Figure 1. Sequential cells grouped by signal name.
Scale: 6 px per µm. Other sequential cells in the stronger grey, the rest of the logic in the fainter grey.
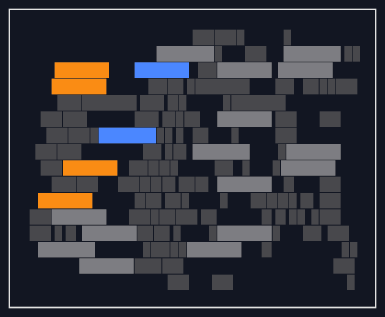
Figure 2. The metal 3 layer.
Scale: 8 px per µm.
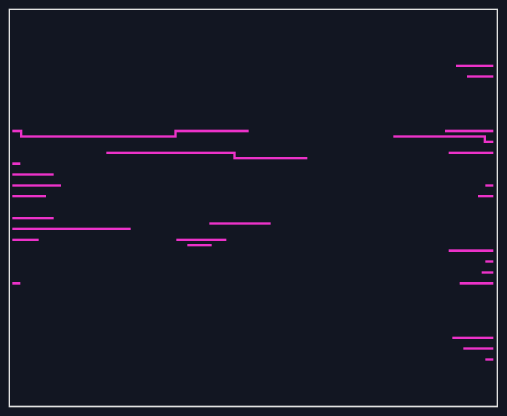
Figure 3. Clock routing.
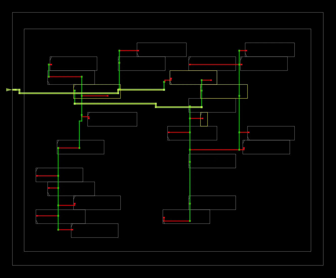
Figure 4. Routed metal per tile.
Scale: 6 px per µm. 12 x 10 tiles, from black (low) to pale yellow (high), scaled to the fullest tile. Values are wire area over tile area, all layers added.
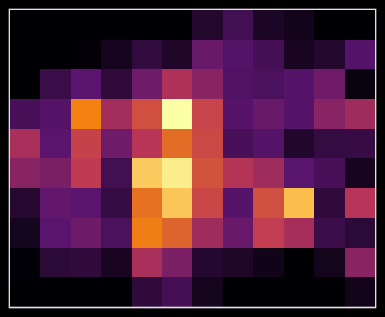
--- config.mk ---
export PLATFORM = sky130hd
export DESIGN_NAME = rat_intr_ctrl
export DESIGN_NICKNAME = d
export VERILOG_FILES = /design/src/rtl/rat_intr_pkg.sv /design/src/rtl/rat_prio_enc.sv /design/src/rtl/rat_intr_ctrl.sv
export SDC_FILE = /design/constraint.sdc
export NUM_CORES = 1
export LEC_CHECK = 0
export CAP_MARGIN = 20
export CORE_ASPECT_RATIO = 0.8
export CORE_MARGIN = 2
export CORE_UTILIZATION = 40
export CTS_BUF_LIST = sky130_fd_sc_hd__clkbuf_16
export DETAILED_ROUTE_END_ITERATION = 6
export PLACE_DENSITY = 0.72
export SYNTH_ARGS = -nofsm -noshare
export SYNTH_HDL_FRONTEND = slang
export SYNTH_HIERARCHICAL = 1
export SYNTH_SLANG_ARGS = --single-unit
--- constraint.sdc ---
create_clock -name clk -period 2.5 [get_ports clk]
set_input_delay 0.75 -clock clk [delete_from_list [all_inputs] [get_ports clk]]
set_output_delay 0.75 -clock clk [all_outputs]
set_load 0.01 [all_outputs]
--- src/rtl/rat_intr_pkg.sv ---
// Shared state encoding and priority helper for the RAT interrupt controller.
package rat_intr_pkg;
  localparam int MAX_SRC   = 8;
  localparam int MAX_IDX_W = $clog2(MAX_SRC);

  typedef enum logic [1:0] {
    ST_IDLE = 2'd0,
    ST_REQ  = 2'd1,
    ST_BUSY = 2'd2
  } state_e;

  // Index of the least-significant set bit; 0 when nothing is set.
  function automatic logic [MAX_IDX_W-1:0] lowest_set(input logic [MAX_SRC-1:0] v);
    logic [MAX_IDX_W-1:0] idx;
    idx = '0;
    for (int i = MAX_SRC - 1; i >= 0; i--) begin
      if (v[i]) idx = MAX_IDX_W'(i);
    end
    return idx;
  endfunction
endpackage

--- src/rtl/rat_prio_enc.sv ---
// Fixed-priority encoder: lowest set request index wins.
module rat_prio_enc
  import rat_intr_pkg::*;
#(
  parameter int N     = 4,
  parameter int IDX_W = (N > 1) ? $clog2(N) : 1
) (
  input  logic [N-1:0]     req,
  output logic [IDX_W-1:0] idx,
  output logic             valid
);

  logic [MAX_SRC-1:0]   req_ext;
  logic [MAX_IDX_W-1:0] low;

  assign req_ext = MAX_SRC'(req);
  assign low     = lowest_set(req_ext);
  assign idx     = IDX_W'(low);
  assign valid   = |req;

endmodule

--- src/rtl/rat_intr_ctrl.sv ---
// RAT multi-source interrupt controller: edge latch, mask, global enable, fixed priority.
// Define RAT_INTR_NEST_EN to let a higher-priority source preempt an active ISR.
module rat_intr_ctrl
  import rat_intr_pkg::*;
#(
  parameter int               NUM_SRC  = 4,
  parameter int               VEC_W    = 10,
  parameter logic [VEC_W-1:0] BASE_VEC = 10'h3FF
) (
  input  logic               clk,
  input  logic               reset,
  input  logic [NUM_SRC-1:0] src_irq,
  input  logic               mask_wr,
  input  logic [NUM_SRC-1:0] mask_din,
  input  logic               i_set,
  input  logic               i_clr,
  input  logic               reti,
  input  logic               intr_ack,
  output logic               irq,
  output logic [VEC_W-1:0]   vector,
  output logic [NUM_SRC-1:0] pending,
  output logic [NUM_SRC-1:0] in_service,
  output logic               gie
);

  localparam int IDX_W = (NUM_SRC > 1) ? $clog2(NUM_SRC) : 1;

  state_e             state, state_nxt;
  logic [NUM_SRC-1:0] src_q, mask_q, pending_q, in_service_q;
  logic               gie_q;
  logic [IDX_W-1:0]   win_q, elig_idx, is_idx;
  logic               elig_vld, is_vld;
  logic [NUM_SRC-1:0] rise, allow, elig, win_oh, is_lo_oh;
  logic               req_live, ack_take;

  assign rise = src_irq & ~src_q;

  // In-service gating: nesting admits only sources above the active ISR's priority.
  always_comb begin
    allow = '0;
`ifdef RAT_INTR_NEST_EN
    for (int i = 0; i < NUM_SRC; i++) begin
      allow[i] = !is_vld || (IDX_W'(i) < is_idx);
    end
`else
    allow = {NUM_SRC{!is_vld}};
`endif
  end

  assign elig = pending_q & ~mask_q & {NUM_SRC{gie_q}} & allow;

  rat_prio_enc #(.N(NUM_SRC), .IDX_W(IDX_W)) u_arb (
    .req   (elig),
    .idx   (elig_idx),
    .valid (elig_vld)
  );

  rat_prio_enc #(.N(NUM_SRC), .IDX_W(IDX_W)) u_isv (
    .req   (in_service_q),
    .idx   (is_idx),
    .valid (is_vld)
  );

  // A latched request stays live only while gie is set and its source unmasked.
  assign req_live = gie_q & ~mask_q[win_q];
  assign ack_take = (state == ST_REQ) & req_live & intr_ack;
  assign win_oh   = NUM_SRC'(1) << win_q;
  assign is_lo_oh = {NUM_SRC{is_vld}} & (NUM_SRC'(1) << is_idx);

  always_ff @(posedge clk or posedge reset) begin
    if (reset) state <= ST_IDLE;
    else       state <= state_nxt;
  end

  always_comb begin
    state_nxt = state;
    unique case (state)
      ST_IDLE: if (elig_vld) state_nxt = ST_REQ;
      ST_REQ: begin
        if (!req_live) begin
          state_nxt = ST_IDLE;
        end else if (intr_ack) begin
`ifdef RAT_INTR_NEST_EN
          state_nxt = ST_IDLE;
`else
          state_nxt = ST_BUSY;
`endif
        end
      end
      ST_BUSY: if (reti) state_nxt = ST_IDLE;
      default: state_nxt = ST_IDLE;
    endcase
  end

  always_comb begin
    irq = 1'b0;
    if (state == ST_REQ) irq = req_live;
  end

  assign vector     = BASE_VEC - VEC_W'(win_q);
  assign pending    = pending_q;
  assign in_service = in_service_q;
  assign gie        = gie_q;

  // Edge history resets high so a line already asserted at release does not request.
  always_ff @(posedge clk or posedge reset) begin
    if (reset) begin
      src_q        <= '1;
      mask_q       <= '0;
      pending_q    <= '0;
      in_service_q <= '0;
      gie_q        <= 1'b0;
      win_q        <= '0;
    end else begin
      src_q <= src_irq;
      if (mask_wr) mask_q <= mask_din;
      if ((state == ST_IDLE) && elig_vld) win_q <= elig_idx;
      pending_q    <= (pending_q & ~({NUM_SRC{ack_take}} & win_oh)) | rise;
      in_service_q <= (in_service_q & ~({NUM_SRC{reti}} & is_lo_oh)) |
                      ({NUM_SRC{ack_take}} & win_oh);
      if (ack_take || i_clr) gie_q <= 1'b0;
      else if (i_set)        gie_q <= 1'b1;
    end
  end

endmodule

==> results.yml <==
# physical design summary
run_status:
  status: "complete, no violations"
detailed_routing:
  highest_layer: "met3"
  drt_iter0_drc: 22
  detail_route.wirelength_um: 2060
  detailroute.via_count: 818
setup_path:
  cp.buffers_inverters: 1
  r2r_start: "in_service[2]$_DFF_PP0_"
  crit-reg2reg-capture: "win_q[0]$_DFFE_PP0P_"
  crit_family: "flip-flops"
  critPathCaptureType: "output port"
  setup.worst_path.start_class: "flip-flop"
  worstSetupStartpoint: "win_q[1]$_DFFE_PP0P_"
  reg_to_reg_setup_timing_slack_ps: 450
  worst-endpoint-arrival_ps: 1340
  crit_end: "irq"
  worstPathMaxFanout: 10
floorplan:
  die.size.y_um: 49.5
  i_o_pin_count: 35
  core-area_um2: 2440
place:
  post_dp_cell_area_um2: 1310
  placed_cells: 165
  place_worst_setup_slack_ps: 254
timing:
  final_hold_viol_count: 0
  fmaxAchievable_mhz: 479
  totalNegativeSetupSlack_ps: 0
final_layout:
  top_area_cell_class: "sequential cells"
  p_r_area_growth_vs_syn_pct: 34.6
  clock_cell_area_share: 0.0567
  comb_cells: 70
  fraction_of_layout_cells_with_a_size_suffix_above_1: 0.128
  nets: 149
  top_cells_excl_fill_tap: "clkdlybuf4s50_1, dfrtp_1, inv_1"
pwr:
  clock_power_share: 0.263
  p_total_mw: 1.22
  combinationalPower_mw: 0.412
  pg_clk_mw: 0.322
  cell_internal_pwr_mw: 0.835
  power-per-cell-area_nw_per_um2: 880
synthesis:
  synth.cellmix.adderShare: 0
  synth_chip_area_um2: 1030
  top_cells_by_count: "dfrtp_1, inv_1, nand2_1, nor2_1, buf_4"
  enable_flop_cells: 0
  top_cells_by_area_in_the_synthesized_netlist: "dfrtp_1, dfstp_2, mux2_2"
  synthDistinctLibCells: 26
  ys_warn_count: 6
  post-synth-top-count-cell: "dfrtp_1"
  mux_area_frac: 0.0751
  top_logic_kind: "simple AND/OR/NAND/NOR gates"
clock_tree:
  clock_tree_from_tritoncts: "yes"
  cts.htree.levels: 1
  clock_tree.root_cell: "clkbuf_16"
  holdBufCountCts: 0
  clk_path_buf_depth: 2
grt:
  groute.layer.met2.usage: 0.238
  globalRouteOverflowTotal: 0
  grt_use_total: 0.152
hold_path:
  hold_start: "src_q[3]$_DFF_PP1_"
Notes on Figure 1 above:
`mask_q`: shown in orange, sequential cells 4. `win_q`: shown in blue, sequential cells 2.

Notes on Figure 2 above:
The layer holds 8.0% of the routed length. 27 nets have wire on it. The wires run mostly horizontal. The longest straight run is 19.3 µm.

Notes on Figure 3 above:
CTS sink cnt: 21
Late-Pin Clk Latency: 250 ps
clock skew after layout: 2.84 ps
count of sequential standard cells: 21
Clock Buffer Count: 3

Notes on Figure 4 above:
The fullest tile reaches 0.43. 18% of the tiles are nearly empty. The densest ninth of the die: centre. 16% of the tiles are over half the peak.

Power is estimated from default activity; no workload was simulated.
